Design seq_mult_param, sky130hd; sources not shown.
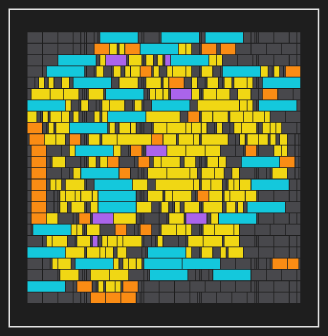
run_1/placement_by_type.png
Fill, decap, tap and diode cells in gray.
Key: orange = other buffers and delay cells [cells 37]; yellow = combinational and other logic [cells 196]; cyan = flops [cells 34]; purple = clock drivers and dummy loads [cells 7]
placeable core region: 4294 um^2
fraction of area in registers: 31.47%
final core utilization: 62.97%
# rows: 24

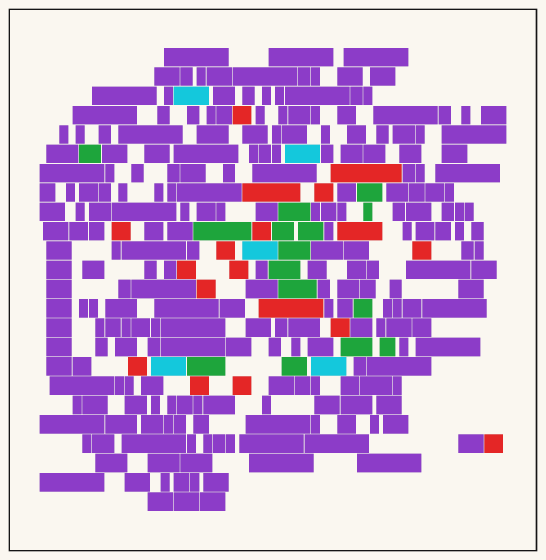
run_1/sizes.png
Key: cyan = _6 and larger [cells 5, share 1.8%]; purple = _0 and _1 cells [cells 236, share 86%]; red = _3 and _4 cells [cells 18, share 6.6%]; green = _2 cells [cells 15, share 5.5%]
Syn-to-layout area delta: 21.68%
Final WS setup: 0.08330 ns

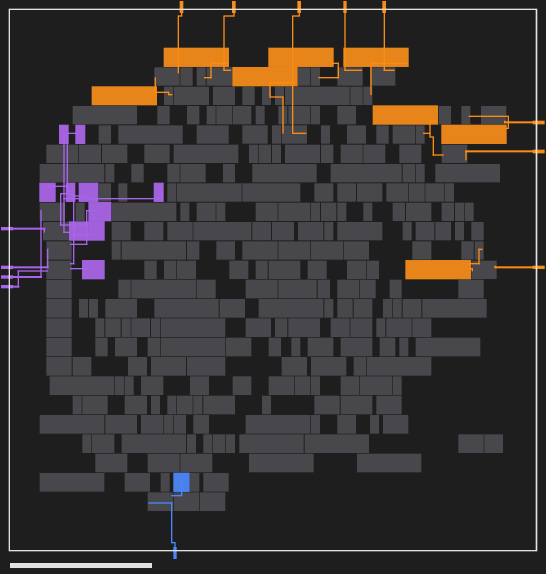
run_1/io_fan.png
Bar = 20 um.
Key: orange = product [direction output, edge 5 top, 3 right, end cells 8, buffers 8, wire 139 um]; purple = b [direction input, edge left, end cells 10, buffers 4, wire 110 um]; blue = result_ready [direction input, edge bottom, end cells 1, buffers 1, wire 13.1 um]
port bufs: 23
num ports: 24

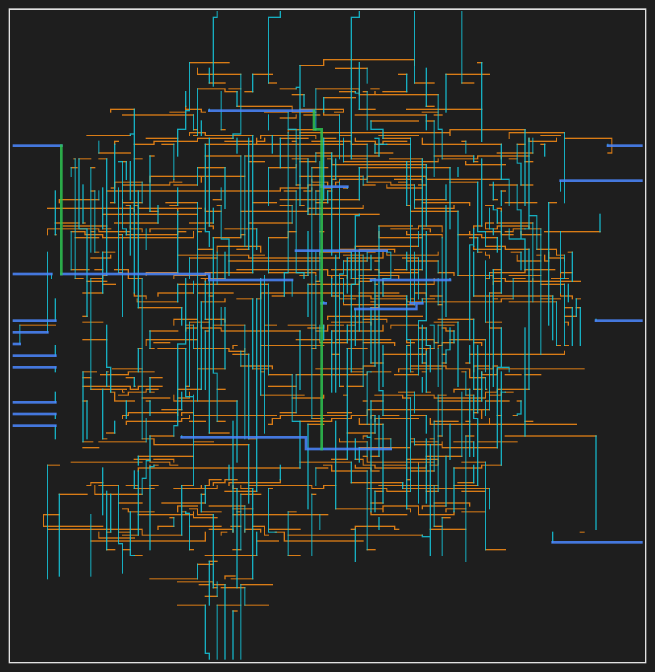
run_1/wires.png
Key: orange = metal 1 [wire length 2170 um]; green = metal 4 [wire length 55.3 um]; cyan = metal 2 [wire length 2220 um]; blue = metal 3 [wire length 170 um]
all-layer global routing usage: 17.38%
vias: 1814
Post-Route WL: 4617 um
routed length per instance: 14.16 um

==> metrics.yaml, run 1 <==
reg2reg_slack_ns: 0.08
crit_path_top_delay_cell: "fa_2"
flops: 34
startpoint_type: "register"
cts_setup_buffers: 0
async_reset_ff_share_pct: 100.0
slew_headroom_pct: 69.25
critPathMaxFanout: 5
ys_sh_simple_pct: 17.45
cts_made_buffers: 5
cpLargestDelayFamily: "AND-OR/OR-AND gates"
hold_slack_ns: 0.4797
comb_share_pct: 49.24
detail_route.vias_per_cell: 5.564
ff_type: "dfrtp_1"
clock_area_share_pct: 2.823
aoi_share_pct: 17.96
grt_use_met3_pct: 4.090
critPathBufInv: 1
period_used_pct: 96.51
status: "finished clean"
final_area_um2: 2704
dpl_cell_area_um2: 2540
worst_pin_slew_ns: 0.4613
buffers_excl_clock: 37
tool_warnings: 29
grt_max_degree: 35
yosysWarnings: 0
path_depth: 9
dr_wl_met2_um: 2221
routed.top_layer: "met4"
p_int_uw: 2054
fmax_ghz: 0.4335
die_h_um: 76
yosys-top-cells-area: "dfrtp_1 38%, ha_1 8.4%, mux2i_1 6.8%"
dr_wl_met3_um: 170
p_comb_uw: 2200
cts_root_buf: "clkbuf_8"
synth_area_per_cell_um2: 9.220
power_density_nw_per_um2: 1334
path_common_cell: "o31ai_1"
lay_top_count: "dfrtp_1"
top_usage_layer: "met2"
fin_crit_ns: 2.307
synth_top_cell_by_area: "dfrtp_1"
top_cell_area_share_pct: 38.29
largestClassByArea: "logic gates"
## Run 2: what changed since run 1
HOLD_SLACK_MARGIN = 0.03   (was default)
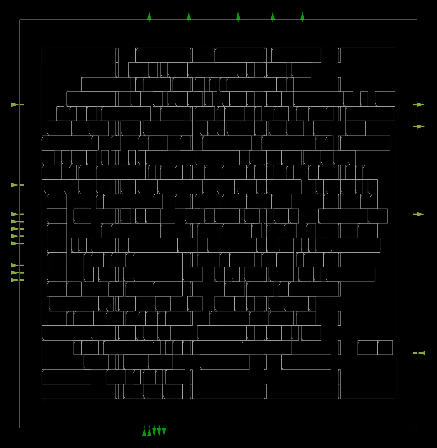
run_2/placement.png
Well Taps: 52
# fillers: 368
Finished Layout Cells: 326
flip-flops: 34

==> run 2 against run 1 <==
- via count unchanged
- utilization unchanged
- synthesized cell count unchanged
- final area unchanged
- combinational power about the same
- critical path depth unchanged
- non-clock buffer count unchanged
==> metrics.yaml, run 2 <==
async_reset_ff_share_pct: 100.0
top_cell_area_share_pct: 38.29
wirelength_um: 4617
final_area_um2: 2704
clock_area_share_pct: 2.823
fin_crit_ns: 2.307
cpLargestDelayFamily: "AND-OR/OR-AND gates"
fp-row-count: 24
detail_route.vias_per_cell: 5.564
sh_seq_area_pct: 31.47
buffers_excl_clock: 37
coreArea_um2: 4294
reg2reg_slack_ns: 0.08
period_used_pct: 96.51
dr_wl_met3_um: 170
status: "finished clean"
critPathMaxFanout: 5
hold_slack_ns: 0.4797
setup_ws_ns: 0.08330
comb_share_pct: 49.24
dr_wl_met2_um: 2221
ff_type: "dfrtp_1"
area_growth_pct: 21.68
synth_area_per_cell_um2: 9.220
die_h_um: 76
path_common_cell: "o31ai_1"
synth_top_cell_by_area: "dfrtp_1"
p_comb_uw: 2200
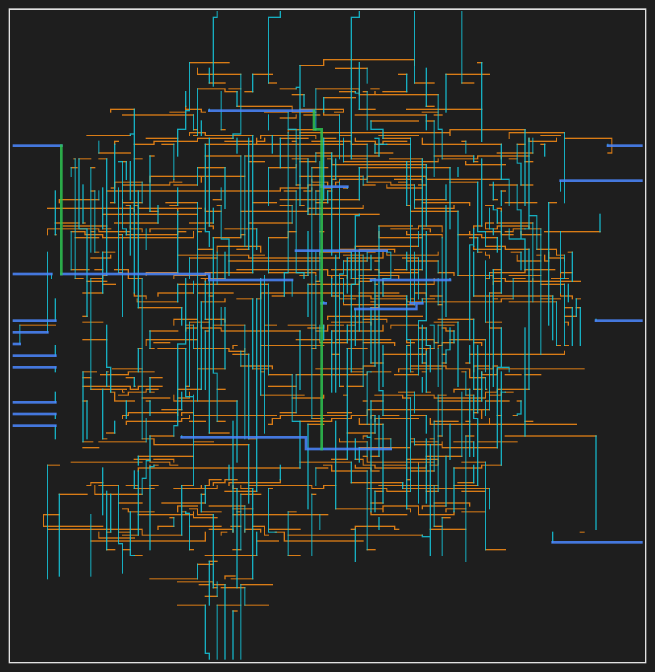
run_2/wires.png
Key: blue = metal 3 [wire length 170 um]; cyan = metal 2 [wire length 2220 um]; orange = metal 1 [wire length 2170 um]; green = metal 4 [wire length 55.3 um]

Power is estimated from default activity; no workload was simulated.
